File: src/rtl/multi_dice_roller_if.sv
// Button-in / result-out bundle for multi_dice_roller.
// The button source is the master; the roller is the slave.
interface multi_dice_roller_if #(
  parameter int NUM_DICE = 2,
  parameter int SIDES    = 6
);
  localparam int FW = $clog2(SIDES + 1);
  localparam int SW = $clog2(NUM_DICE * SIDES + 1);

  logic                   btn;
  logic [NUM_DICE*FW-1:0] faces;
  logic [SW-1:0]          sum;
  logic                   choose;
  logic                   doubles;
  logic                   done;
  logic [7:0]             roll_count;

  modport master (
    output btn,
    input  faces, sum, choose, doubles, done, roll_count
  );

  modport slave (
    input  btn,
    output faces, sum, choose, doubles, done, roll_count
  );
endinterface

File: src/rtl/multi_dice_roller.sv
// NUM_DICE x SIDES odometer dice roller: rolls while the button is held, holds the result on release.
// Define MULTI_DICE_ROLLER_DEBOUNCE_EN to insert a 2-flop synchroniser plus DB_CYCLES debouncer on btn.
module multi_dice_roller #(
  parameter int NUM_DICE  = 2,
  parameter int SIDES     = 6,
  parameter int DB_CYCLES = 4
) (
  input logic                   clk,
  input logic                   rst,
  multi_dice_roller_if.slave    dice_if
);
  localparam int FW = $clog2(SIDES + 1);
  localparam int SW = $clog2(NUM_DICE * SIDES + 1);

  typedef enum logic [1:0] {
    IDLE    = 2'd0,
    ROLLING = 2'd1,
    SETTLED = 2'd2
  } state_t;

  state_t        state_q;
  logic [FW-1:0] face_q      [NUM_DICE];
  logic [FW-1:0] face_inc_d  [NUM_DICE];
  logic [NUM_DICE-1:0] carry_d;
  logic          done_q;
  logic [7:0]    count_q;
  logic          btn_int;
  logic [SW-1:0] sum_d;
  logic          all_eq_d;

`ifdef MULTI_DICE_ROLLER_DEBOUNCE_EN
  logic       sync1_q, sync2_q, btn_db_q;
  logic [7:0] db_cnt_q;

  // btn_db_q flips only after DB_CYCLES consecutive disagreeing samples
  always_ff @(posedge clk) begin
    if (rst) begin
      sync1_q  <= 1'b0;
      sync2_q  <= 1'b0;
      btn_db_q <= 1'b0;
      db_cnt_q <= 8'd0;
    end else begin
      sync1_q <= dice_if.btn;
      sync2_q <= sync1_q;
      if (sync2_q != btn_db_q) begin
        if (db_cnt_q == 8'(DB_CYCLES - 1)) begin
          btn_db_q <= sync2_q;
          db_cnt_q <= 8'd0;
        end else begin
          db_cnt_q <= db_cnt_q + 8'd1;
        end
      end else begin
        db_cnt_q <= 8'd0;
      end
    end
  end

  assign btn_int = btn_db_q;
`else
  assign btn_int = dice_if.btn;
`endif

  assign carry_d[0] = 1'b1;

  // Die gi steps only when every lower die sits at SIDES
  for (genvar gi = 0; gi < NUM_DICE; gi++) begin : g_die
    if (gi < NUM_DICE - 1) begin : g_carry
      assign carry_d[gi+1] = carry_d[gi] & (face_q[gi] == FW'(SIDES));
    end
    assign face_inc_d[gi] = !carry_d[gi]                ? face_q[gi] :
                            (face_q[gi] == FW'(SIDES))  ? FW'(1)     :
                                                          face_q[gi] + FW'(1);
    assign dice_if.faces[gi*FW +: FW] = face_q[gi];
  end

  always_ff @(posedge clk) begin
    if (rst) begin
      state_q <= IDLE;
      done_q  <= 1'b0;
      count_q <= 8'd0;
      for (int i = 0; i < NUM_DICE; i++) face_q[i] <= '0;
    end else begin
      done_q <= 1'b0;
      case (state_q)
        IDLE: begin
          if (btn_int) begin
            state_q <= ROLLING;
            for (int i = 0; i < NUM_DICE; i++) face_q[i] <= FW'(1);
          end
        end
        ROLLING: begin
          if (btn_int) begin
            face_q <= face_inc_d;
          end else begin
            state_q <= SETTLED;
            done_q  <= 1'b1;
            if (count_q != 8'hFF) count_q <= count_q + 8'd1;
          end
        end
        SETTLED: begin
          if (btn_int) begin
            state_q <= ROLLING;
            face_q  <= face_inc_d;
          end
        end
        default: state_q <= IDLE;
      endcase
    end
  end

  always_comb begin
    sum_d = '0;
    for (int i = 0; i < NUM_DICE; i++) sum_d = sum_d + SW'(face_q[i]);
  end

  always_comb begin
    all_eq_d = 1'b1;
    for (int i = 1; i < NUM_DICE; i++) begin
      if (face_q[i] != face_q[0]) all_eq_d = 1'b0;
    end
  end

  assign dice_if.sum        = sum_d;
  assign dice_if.choose     = (state_q == SETTLED);
  assign dice_if.doubles    = (NUM_DICE >= 2) && (state_q == SETTLED) && all_eq_d;
  assign dice_if.done       = done_q;
  assign dice_if.roll_count = count_q;
endmodule

File: src/flat_wrapper.sv
// flat-port wrapper written by rule: the top's interface ports become plain ports
module multi_dice_roller_flat 
#(
  parameter int NUM_DICE  = 2,
  parameter int SIDES     = 6,
  parameter int DB_CYCLES = 4
)
  (clk, rst, dice_if_btn, dice_if_faces, dice_if_sum, dice_if_choose, dice_if_doubles, dice_if_done, dice_if_roll_count);
  multi_dice_roller_if #(.NUM_DICE(NUM_DICE), .SIDES(SIDES)) dice_if_i ();
  input logic clk;
  input logic rst;
  input wire logic [$bits(dice_if_i.btn)-1:0] dice_if_btn;
  output wire logic [$bits(dice_if_i.faces)-1:0] dice_if_faces;
  output wire logic [$bits(dice_if_i.sum)-1:0] dice_if_sum;
  output wire logic [$bits(dice_if_i.choose)-1:0] dice_if_choose;
  output wire logic [$bits(dice_if_i.doubles)-1:0] dice_if_doubles;
  output wire logic [$bits(dice_if_i.done)-1:0] dice_if_done;
  output wire logic [$bits(dice_if_i.roll_count)-1:0] dice_if_roll_count;
  assign dice_if_i.btn = dice_if_btn;
  assign dice_if_faces = dice_if_i.faces;
  assign dice_if_sum = dice_if_i.sum;
  assign dice_if_choose = dice_if_i.choose;
  assign dice_if_doubles = dice_if_i.doubles;
  assign dice_if_done = dice_if_i.done;
  assign dice_if_roll_count = dice_if_i.roll_count;
  multi_dice_roller #(.NUM_DICE(NUM_DICE), .SIDES(SIDES), .DB_CYCLES(DB_CYCLES)) u_core (.clk(clk), .rst(rst), .dice_if(dice_if_i));
endmodule
File: config.mk
export PLATFORM = sky130hd
export DESIGN_NAME = multi_dice_roller_flat
export DESIGN_NICKNAME = d
export VERILOG_FILES = /design/src/rtl/multi_dice_roller_if.sv /design/src/rtl/multi_dice_roller.sv /design/src/flat_wrapper.sv
export SDC_FILE = /design/constraint.sdc
export NUM_CORES = 1
export LEC_CHECK = 0
export ABC_AREA = 1
export CAP_MARGIN = 20
export CORE_MARGIN = 1
export CORE_UTILIZATION = 39
export CTS_CLUSTER_DIAMETER = 100
export DETAILED_ROUTE_END_ITERATION = 10
export SKIP_LAST_GASP = 1
export SYNTH_ARGS = -nofsm -noshare
export SYNTH_HDL_FRONTEND = slang
export SYNTH_SLANG_ARGS = --single-unit
File: constraint.sdc
create_clock -name clk -period 1.65 [get_ports clk]
set_input_delay 0.165 -clock clk [delete_from_list [all_inputs] [get_ports clk]]
set_output_delay 0.165 -clock clk [all_outputs]
set_load 0.01 [all_outputs]
### Metal 1, run 1

Supply wires on this layer in gray.
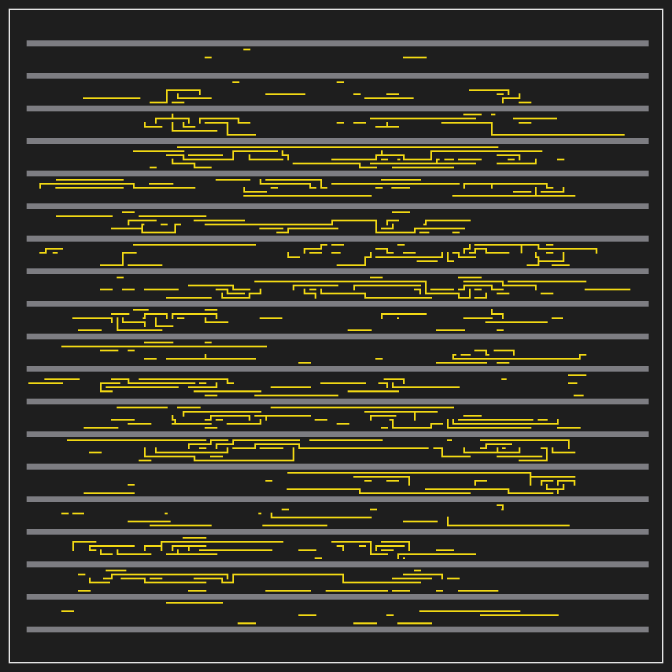
wire length on this layer	1150 um
nets with wire on the layer	186
longest straight run	26.7 um
share of all routed wire	49%
main direction	horizontal

### Cell density map, run 1

11 x 11 tiles, from white (low) to dark blue (high), 0 to 100% covered.
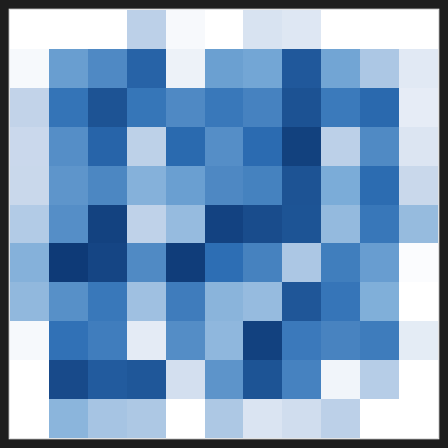
emptiest ninth of the die	bottom right
tiles over 75% full	21%
densest ninth of the die	middle

### Placement by cell class, run 1

The bar under the picture is 20 um long. Fill, decap, tap and diode cells in gray.
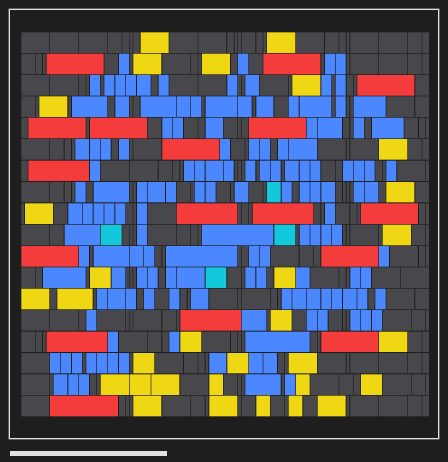
color	class	cells	share of their area
yellow	other buffers and delay cells	31	19%
blue	combinational and other logic	143	54%
red	flops	17	25%
cyan	clock drivers and dummy loads	4	2.0%

==> flow_metrics.env, run 1 <==
# flow metrics
export IMPL_status="finished clean"
export IMPL_stdcell_area_sq_mm=0.00145
export IMPL_dieWidth_um=54.5
export IMPL_top_area_frac=0.317
export IMPL_finalCritPeriodShare=0.983
export IMPL_rsz0062_at_grt="yes"
export IMPL_syn_cell_area_sq_mm=0.00107
export IMPL_postSynthSeqShare=0.317
export IMPL_crit_family="adder cells"
export IMPL_ys_area_sq_mm=0.00107
export IMPL_cp_max_fo=2
export IMPL_maxCapViolCount=0
export IMPL_cts_sinks=17
export IMPL_adder_share=0.124
export IMPL_fin_crit_ns=1.62
export IMPL_antenna_left=0
export IMPL_cts_tree="yes"
export IMPL_grt_use_total=0.178
export IMPL_avgSynthCellArea_sq_um=6.67
export IMPL_vdd_drop_max_uv=623
export IMPL_topCombFamilyByArea="simple AND/OR/NAND/NOR gates"
export IMPL_syn_nets=174
export IMPL_fin_worst_skew_ns=0.00842
export IMPL_reg2reg_to="u_core.dice_if.faces[3]"
export IMPL_powerDensity_mw_per_mm2=870
export IMPL_synthCells=161
export IMPL_drc_errors=0
export IMPL_n_antenna_cell=0
export IMPL_combPwrFrac=0.420
export IMPL_grt_overflow_total=0
export IMPL_ys_warn_count=0
export IMPL_critical_path_buf_inv_count=1
export IMPL_endpoint="dice_if_sum[2]"
export IMPL_post_cts_setup_buffers=0
export IMPL_grt_pass1_vias=848
export IMPL_synthArstFlopShare=0
export IMPL_max_slew_margin_rel=0.737
export IMPL_cts_made_buffers=3
export IMPL_ys_flops=17
export IMPL_startpoint="u_core.dice_if.faces[0]"
export IMPL_cp_data_arrival_time_ns=1.46
export IMPL_h_tree_depth=1
export IMPL_die_height_um=54.5
export IMPL_topCellsByArea="dfxtp_1 (32%), nand2_1 (14%), nor2_1 (11%)"
export IMPL_io_pin_count=24
export IMPL_routed_wl_um=2340
export IMPL_holdWs_ns=0.497
export IMPL_path_class="flop to output pin"
export IMPL_cts_root_buffer="clkbuf_4"
export IMPL_port_buffer_count=23
export IMPL_gp_congestion=0.766
export IMPL_ctsHoldBuffers=0
export IMPL_yosysMostFrequentCell="nand2_1"
export IMPL_p_clk_frac=0.183
export IMPL_worstSetupEndpointType="output pin"
export IMPL_setup_ws_ns=0.0280
export IMPL_drt_iter0_markers=24
export IMPL_rows=18
export IMPL_ff_type="dfxtp_1"
export IMPL_p_total_mw=1.26
export IMPL_required_ns=1.48
export IMPL_dpl_hpwl_um=1820
export IMPL_p_seq_frac=0.397
export IMPL_worst_pin_slew_ns=0.394
export IMPL_drt_pass1_iterations=4
export IMPL_drv_slew=0
export IMPL_mux_share=0
export IMPL_grt_max_degree=13
export IMPL_worst_path_max_delay_cell="dfxtp_2"
export IMPL_slowest_delay_ns=0.36
export IMPL_ys_sh_simple=0.381
export IMPL_final_util=0.568
export IMPL_placedCellCount=221
export IMPL_finalHoldViolCount=0
export IMPL_edf_count=0
export IMPL_max_freq_mhz=617
export IMPL_startpoint_type="flop"
export IMPL_layout_area_overhead_vs_synth_pct=34.6
export IMPL_ys_types=22
export IMPL_core_sq_mm=0.00254
export IMPL_cts_max_path_buffers=2
export IMPL_cts_clk_slew_worst_paths_ns=0.11
export IMPL_post_synth_top_area_cell="dfxtp_1"
export IMPL_p_leak_nw=0.700
export IMPL_r2r_setup_slack_ns=0.16
export IMPL_tns_ns=0
export IMPL_synth_compound_area_share=0.0606
export IMPL_insertion_delay_ns=0.30
export IMPL_antenna_found_initial=0
export IMPL_fp_utilization=0.422
export IMPL_cp_cell_sequence="ha_4 -> fa_2 -> xor2_1 -> buf_2"
export IMPL_layout_nets=209
export IMPL_pre_cts_ws_ns=-0.109
export IMPL_warnings=32
export IMPL_vias_per_cell=4.57
export IMPL_ys_cells=161
export IMPL_chip_area_sq_mm=0.00297
export IMPL_cp_depth=4
export IMPL_instances_no_fill=225
export IMPL_power_switching_mw=0.466
export IMPL_yosys_top_cells_count="nand2_1 (41), nor2_1 (31), inv_1 (23), dfxtp_1 (17)"
export IMPL_hold_path_class="flop to flop"
export IMPL_finalSetupViolations=0
export IMPL_p_int_mw=0.792
export IMPL_swShare=0.370
export IMPL_place_area_sq_mm=0.00139
export IMPL_via_count=1029
export IMPL_xor_share=0.0163
export IMPL_r2r_cells=8
export IMPL_grt_pass1_wl_um=3710
export IMPL_drive_above_1_share=0.195
export IMPL_worstReg2RegStart="u_core.state_q[1]"
export IMPL_wl_per_cell_um=10.4
[run 1: power by group through the flow]
stage                     Sequential [mW]  Combinational (mW)  Clock, mW
after global placement              0.496               0.522          0
after CTS                           0.491               0.515      0.242
after global routing                0.506               0.588      0.253
after detailed placement            0.499               0.527          0
final                               0.499               0.528      0.230
after floorplan                     0.526               0.279          0
[run 1: sequential cells by signal, summed over array words and instances (netlist names)]
signal,count
u_core.state_q,2
u_core.dice_if.done,1
u_core.dice_if.faces,6
u_core.dice_if.roll_count,8
[run 1: cell families after synthesis]
group / after synthesis
AOI/OAI and AO/OA: 13
xor gates and xnor gates: 2
adders and majority gates: 10
buffers and inverters: 27
DFF: 17
and+or+nand+nor: 92
[run 1: layout make-up]
cell class | instances | area (sq um)
Clock inverter | 1 | 5.00
Sequential cell | 17 | 350
Multi-Input combinational cell | 117 | 659
Fill cell | 254 | 1100
Inverter | 26 | 97.6
Tap cell | 30 | 37.5
Clock buffer | 3 | 22.5
Timing Repair Buffer | 31 | 273
[run 1: layout by cell type, fill, tap and decap left out]
cell type        synthesis  layout
inv_2                    3       3
nand3_2                  0       1
ha_4                     0       2
o21ai_0                  2       1
nand2_4                  2       2
xor2_1                   2       2
dlymetal6s2s_1           0       1
nor3_1                   1       1
dfxtp_4                  0       1
nand4_1                  3       3
clkdlybuf4s50_1          0      18
nand2_1                 41      41
o21ai_1                  2       3
nor2_2                   1       1
nand3_1                  7       6
dfxtp_2                  0       5
nor3_2                   1       1
buf_2                    0       3
nand2_2                  1       1
or2_2                    1       1
nor2_4                   2       2
a21oi_1                  9       9
nor2_1                  31      31
fa_2                     0       1
clkbuf_2                 0       1
nor4_1                   1       1
dfxtp_1                 17      11
clkbuf_4                 0       3
clkinv_2                 0       1
ha_2                     0       1
ha_1                     9       6
inv_1                   23      23
buf_4                    0       8
[run 1: worst min-delay path, cell delays in order, from the launching register on]
cell	delay, ns
dfxtp_2	0.35
nand2_1	0.06
a21oi_1	0.05
[run 1: per-layer routing]
| layer | part of all wire | track usage | vias to the layer above | routed length (um) |
|---|---|---|---|---|
| li1 | - | - | 564 | - |
| met3 | 0.037 | 0.0528 | 2 | 86 |
| met2 | 0.46 | 0.285 | 14 | 1070 |
| met5 | 0 | 0 | - | 0 |
| met1 | 0.49 | 0.235 | 449 | 1150 |
| met4 | 0.012 | 0.0385 | 0 | 29 |
[run 1: repair_timing]
item,4_1_cts,5_1_grt
gates resized,21,10
setup endpoints to repair,5,10
pin swaps,0,1
hold endpoints to repair,0,0
gates cloned,0,0
[run 1: worst min-delay path by stage]
stage                                 start                      end  slack, ns  cells after the start
after floorplan                         rst  u_core.dice_if.faces[0]       0.23                      1
after global placement    u_core.state_q[1]        u_core.state_q[1]       0.49                      2
after detailed placement  u_core.state_q[1]        u_core.state_q[1]       0.51                      2
after CTS                               rst        u_core.state_q[1]       0.51                      2
after global routing      u_core.state_q[1]        u_core.state_q[1]       0.54                      2
final                     u_core.state_q[1]        u_core.state_q[1]       0.50                      2
### Port wiring, run 1

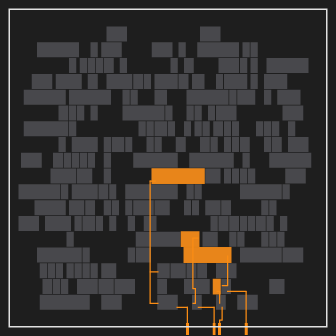

==> run 2, diff against run 1 <==
- TNS_END_PERCENT: unset -> 5
### Port wiring, run 2

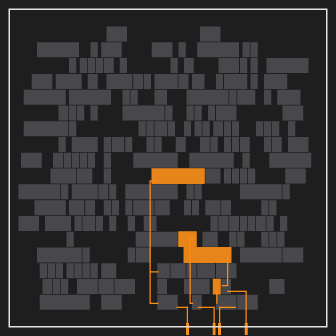
color	port	bits	direction	edge	end cells	buffers	wire
orange	dice_if_sum	4	output	bottom	4	4	70.3 um
Port Buffers: 23
# IOs: 24

==> flow_metrics.env, run 2 <==
# flow metrics
export IMPL_instances_no_fill=225
export IMPL_antenna_found_initial=0
export IMPL_cp_cell_sequence="ha_4 -> fa_2 -> xor2_1 -> buf_2"
export IMPL_gp_congestion=0.766
export IMPL_rsz0062_at_grt="yes"
export IMPL_required_ns=1.48
export IMPL_finalSetupViolations=0
export IMPL_ctsHoldBuffers=0
export IMPL_regArea_sq_um=349
export IMPL_dieWidth_um=54.5
export IMPL_powerDensity_mw_per_mm2=865
export IMPL_critical_path_buf_inv_count=1
export IMPL_grt_overflow_total=0
export IMPL_yosysMostFrequentCell="nand2_1"
export IMPL_finalHoldViolCount=0
export IMPL_drt_pass1_iterations=4
export IMPL_fin_crit_ns=1.62
export IMPL_grt_util_met1=0.233
export IMPL_placedCellCount=221
export IMPL_grt_use_total=0.178
export IMPL_holdWs_ns=0.497
export IMPL_synthArstFlopShare=0
export IMPL_ys_flops=17
export IMPL_edf_count=0
export IMPL_worstSetupEndpointType="output pin"
export IMPL_cts_max_path_buffers=2
export IMPL_synth_compound_area_share=0.0606
export IMPL_max_freq_mhz=616
export IMPL_rows=18
export IMPL_grt_pass1_wl_um=3710
export IMPL_via_count=1026
export IMPL_syn_cell_area_sq_mm=0.00107
export IMPL_post_synth_top_area_cell="dfxtp_1"
export IMPL_drv_slew=0
export IMPL_final_util=0.571
export IMPL_cts_root_buffer="clkbuf_4"
export IMPL_xor_share=0.0163
export IMPL_ys_area_sq_mm=0.00107
export IMPL_grt_busiest_layer="met2"
export IMPL_lay_top_cells="nand2_1 (41), nor2_1 (31), inv_1 (23)"
export IMPL_slowest_delay_ns=0.35
export IMPL_top_area_frac=0.317
export IMPL_die_height_um=54.5
export IMPL_syn_nets=174
export IMPL_yosys_top_cells_count="nand2_1 (41), nor2_1 (31), inv_1 (23), dfxtp_1 (17)"
export IMPL_max_slew_margin_rel=0.737
export IMPL_avgSynthCellArea_sq_um=6.67
export IMPL_synthCells=161
export IMPL_nFillCells=251
export IMPL_chip_area_sq_mm=0.00297
export IMPL_grt_max_degree=13
export IMPL_finalCritPeriodShare=0.984
export IMPL_hold_path_class="flop to flop"
export IMPL_status="finished clean"
export IMPL_mux_share=0
export IMPL_n_antenna_cell=0
export IMPL_layout_area_overhead_vs_synth_pct=35.3
export IMPL_cp_data_arrival_time_ns=1.46
export IMPL_drive_above_1_share=0.190
export IMPL_vdd_drop_max_uv=623
export IMPL_met3_usage=0.0528
export IMPL_path_class="flop to output pin"
export IMPL_cts_tree="yes"
export IMPL_core_sq_mm=0.00254
export IMPL_layout_nets=209
export IMPL_ys_sh_simple=0.381
export IMPL_antenna_left=0
export IMPL_h_tree_depth=1
export IMPL_topCellsByArea="dfxtp_1 (32%), nand2_1 (14%), nor2_1 (11%)"
export IMPL_layout_cells_most_common="nand2_1"
export IMPL_worst_path_max_delay_cell="dfxtp_1"
export IMPL_wl_per_cell_um=10.4
export IMPL_drc_errors=0
export IMPL_crit_family="adder cells"
export IMPL_met2_usage=0.287
export IMPL_vias_per_cell=4.56
export IMPL_maxCapViolCount=0
export IMPL_cts_sinks=17
export IMPL_cp_max_fo=2
export IMPL_logic_area_sq_um=663
export IMPL_dpl_hpwl_um=1820
export IMPL_topCombFamilyByArea="simple AND/OR/NAND/NOR gates"
export IMPL_ys_warn_count=0
export IMPL_warnings=32
export IMPL_routed_wl_um=2340
export IMPL_insertion_delay_ns=0.30
export IMPL_p_leak_nw=0.700
export IMPL_largest_reg_flops=8
export IMPL_cts_made_buffers=3
## run 2: metrics by stage
step / setup slack (ns) / area, sq um
4_1_cts: -0.0512 / 1420
3_3_place_gp: -0.0808 / 1390
5_1_grt: -0.0325 / 1450
2_1_floorplan: 0.277 / 1070
3_5_place_dp: -0.109 / 1390
6_report: 0.0271 / 1450
## run 2: layout make-up
class,instances,share of cell area
clock buffer,3,0.0155
sequential,17,0.240
timing repair buffer,31,0.191
inverter,26,0.0672
multi-input combinational,117,0.457
clock inverter,1,0.00345
tap,30,0.0258
## run 2: tightest hold or removal path, cell delays in order, from the launching register on
cell,delay (ns)
dfxtp_2,0.35
nand2_1,0.06
a21oi_1,0.05
## run 2: per-layer routing
| metal | share of wire | vias to the layer above |
|---|---|---|
| met1 | 0.49 | 446 |
| met4 | 0.012 | 0 |
| li1 | - | 564 |
| met2 | 0.46 | 14 |
| met3 | 0.037 | 2 |
| met5 | 0 | - |
## run 2: where the power goes
group / switching [mW] / leakage [nW] / internal (mW) / total (mW)
clock network: 0.140 / 0.0177 / 0.0904 / 0.230
logic: 0.282 / 0.541 / 0.246 / 0.528
registers: 0.0439 / 0.141 / 0.454 / 0.498
## run 2: logic make-up after synthesis
group,count (synthesis)
buf+inv,27
flops,17
xor+xnor,2
simple gates,92
fa+ha+maj,10
compound gates,13
## run 2: what timing repair did
action,4_1_cts,5_1_grt
setup buffers,0,0
gates cloned,0,0
setup endpoints to repair,5,10
pin swaps,0,1
gates resized,14,15
## run 2: path summary, 6_finish.rpt
path	from	to	slack (ns)	depth (start not counted)
max	u_core.dice_if.faces[3]	dice_if_sum[2]	0.03	4
min	u_core.state_q[1]	u_core.state_q[1]	0.50	2
max reg2reg	u_core.state_q[1]	u_core.dice_if.faces[3]	0.17	7
min reg2reg	u_core.state_q[1]	u_core.state_q[1]	0.50	2
### Track usage over the die, run 2

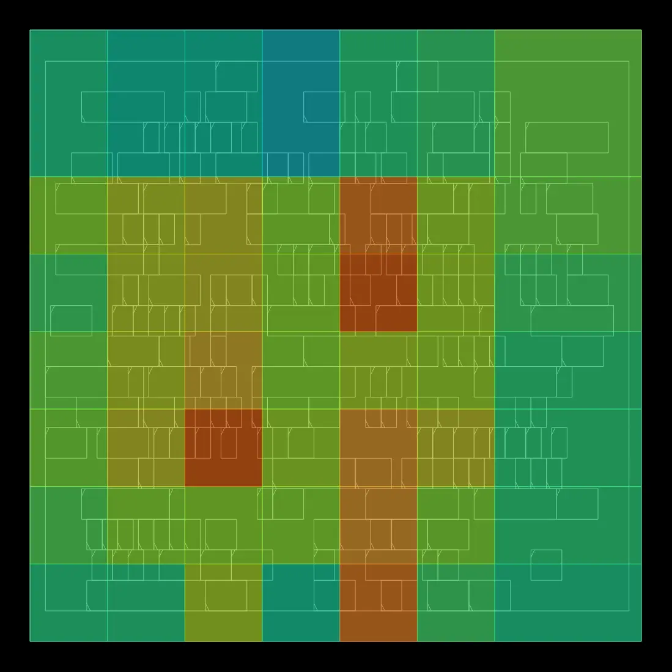

==> run 3, diff against run 2 <==
==> constraint.sdc (replaced) <==
create_clock -name clk -period 1.65 [get_ports clk]
set_input_delay 0.2475 -clock clk [delete_from_list [all_inputs] [get_ports clk]]
set_output_delay 0.2475 -clock clk [all_outputs]
set_load 0.01 [all_outputs]
### Track usage over the die, run 3

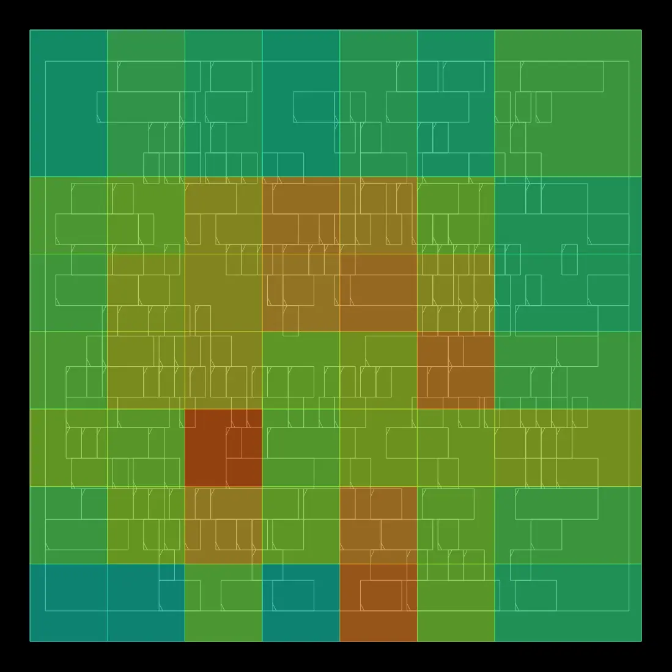
met1 Use GR: 0.253
Finished Core Util: 0.560
met3 GRT Util: 0.0611
Most Crowded Layer GR: met2
WL/cell: 10.6 um

==> flow_metrics.env, run 3 <==
# flow metrics
export IMPL_core_sq_mm=0.00254
export IMPL_edf_count=0
export IMPL_antenna_left=0
export IMPL_violations="negative setup slack"
export IMPL_ys_types=22
export IMPL_finalSetupViolations=5
export IMPL_synthArstFlopShare=0
export IMPL_max_slew_margin_rel=0.742
export IMPL_vias_per_cell=4.61
export IMPL_placedCellCount=223
export IMPL_grt_pass1_wl_um=4020
export IMPL_dieWidth_um=54.5
export IMPL_layout_nets=211
export IMPL_yosys_top_cells_count="nand2_1 (41), nor2_1 (31), inv_1 (23), dfxtp_1 (17)"
export IMPL_ff_type="dfxtp_1"
export IMPL_h_tree_depth=1
export IMPL_rows=18
export IMPL_startpoint="u_core.dice_if.faces[3]"
export IMPL_finalHoldViolCount=0
export IMPL_n_antenna_cell=0
export IMPL_warnings=32
export IMPL_instances_no_fill=227
export IMPL_drv_slew=0
export IMPL_holdWs_ns=0.514
export IMPL_syn_nets=174
export IMPL_synthCells=161
export IMPL_startpoint_type="flop"
export IMPL_cts_max_path_buffers=2
export IMPL_dpl_hpwl_um=1930
export IMPL_chip_area_sq_mm=0.00297
export IMPL_io_pin_count=24
export IMPL_worstSetupEndpointType="output pin"
export IMPL_insertion_delay_ns=0.30
export IMPL_grt_use_total=0.192
export IMPL_p_leak_nw=0.697
export IMPL_ys_warn_count=0
export IMPL_fin_crit_ns=1.75
export IMPL_die_height_um=54.5
export IMPL_lay_top_cells="nand2_1 (41), nor2_1 (31), inv_1 (23)"
export IMPL_topCellsByArea="dfxtp_1 (32%), nand2_1 (14%), nor2_1 (11%)"
export IMPL_yosysMostFrequentCell="nand2_1"
export IMPL_setup_ws_ns=-0.101
export IMPL_path_class="flop to output pin"
export IMPL_port_buffer_count=23
export IMPL_hold_path_class="flop to flop"
export IMPL_grt_max_degree=13
export IMPL_post_synth_top_area_cell="dfxtp_1"
export IMPL_cp_data_arrival_time_ns=1.50
export IMPL_vdd_drop_max_uv=658
export IMPL_postSynthSeqShare=0.317
export IMPL_r2r_setup_slack_ns=0.06
export IMPL_rsz0062_at_grt="yes"
export IMPL_powerDensity_mw_per_mm2=881
export IMPL_drive_above_1_share=0.178
export IMPL_ys_area_sq_mm=0.00107
export IMPL_layout_area_overhead_vs_synth_pct=32.9
export IMPL_cts_sinks=17
export IMPL_antenna_found_initial=0
export IMPL_ctsHoldBuffers=0
export IMPL_cts_made_buffers=3
export IMPL_required_ns=1.40
export IMPL_cp_max_fo=2
export IMPL_cts_tree="yes"
export IMPL_via_count=1047
export IMPL_status="finished, violations left"
export IMPL_maxCapViolCount=0
export IMPL_layout_cells_most_common="nand2_1"
export IMPL_fin_worst_skew_ns=0.00409
export IMPL_grt_overflow_total=0
export IMPL_finalCritPeriodShare=1.06
export IMPL_ys_flops=17
export IMPL_ys_cells=161
export IMPL_p_total_mw=1.26
export IMPL_drt_pass1_iterations=4
export IMPL_routed_wl_um=2400
export IMPL_drt_iter0_markers=24
export IMPL_cts_root_buffer="clkbuf_4"
export IMPL_worstReg2RegStart="u_core.state_q[1]"
export IMPL_cts_clk_slew_worst_paths_ns=0.11
export IMPL_avgSynthCellArea_sq_um=6.67
export IMPL_max_freq_mhz=571
export IMPL_fp_utilization=0.422
export IMPL_hold_start="u_core.state_q[1]"
export IMPL_top_area_frac=0.317
export IMPL_drc_errors=0
export IMPL_worst_pin_slew_ns=0.386
export IMPL_largest_reg_flops=8
export IMPL_gp_congestion=0.796
export IMPL_syn_cell_area_sq_mm=0.00107
export IMPL_grt_pass1_vias=932
export IMPL_post_cts_setup_buffers=0
## run 3: cell counts after synthesis
No cell type changed its count.
## run 3: worst paths after layout
path,cells after the start,end
worst min-delay path,2,u_core.state_q[1]
worst max register to register,7,u_core.dice_if.faces[5]
worst max-delay path,2,dice_if_sum[0]
worst min register to register,2,u_core.state_q[1]
## run 3: report_power, final
group	leakage, nW	total, mW	internal [mW]	switching, mW
Clock	0.0177	0.232	0.0904	0.141
Sequential	0.140	0.493	0.454	0.0382
Combinational	0.539	0.533	0.243	0.290
## run 3: stage by stage
step	worst slack (ns)	util	TNS, ns	cell area [sq um]
5_1_grt	-0.140	0.560	-1.01	1430
6_report	-0.101	0.560	-0.201	1430
3_3_place_gp	-0.160	0.552	-0.343	1410
2_1_floorplan	0.202	-	0	1070
4_1_cts	-0.138	0.563	-0.575	1430
3_5_place_dp	-0.175	0.552	-0.421	1410
## run 3: logic make-up (layout without fill, tap and decap cells)
| family | count (synthesis) | in the layout | share of synthesized area |
|---|---|---|---|
| simple gates | 92 | 92 | 0.381 |
| compound gates | 13 | 13 | 0.0606 |
| buf+inv | 27 | 63 | 0.101 |
| flops | 17 | 17 | 0.317 |
| xor+xnor | 2 | 2 | 0.0163 |
| fa+ha+maj | 10 | 10 | 0.124 |
## run 3: area by class of cell
class / count / area (sq um)
Tap cell: 30 / 37.5
Timing Repair Buffer: 33 / 284
Sequential cell: 17 / 344
Clock inverter: 1 / 5.00
Inverter: 26 / 97.6
Fill cell: 252 / 1120
Multi-Input combinational cell: 117 / 636
Clock buffer: 3 / 22.5
## run 3: layer usage
layer / GRT usage / vias up / routed length (um) / share of wire
li1: - / 568 / - / -
met1: 0.253 / 457 / 1160 / 0.48
met5: 0 / - / 0 / 0
met3: 0.0611 / 2 / 118 / 0.049
met2: 0.303 / 20 / 1110 / 0.46
met4: 0.0385 / 0 / 13 / 0.0054
## run 3: critical path, stage by stage (launching register included)
cell and delay, ns:
dfxtp_1 0.33, ha_2 0.34, clkdlybuf4s50_1 0.54
## run 3: timing repair
action                                  CTS  global route
endpoints found under the setup margin    8            12
pin swaps                                 0             1
gates resized                            16             5
Power is estimated from default activity; no workload was simulated.
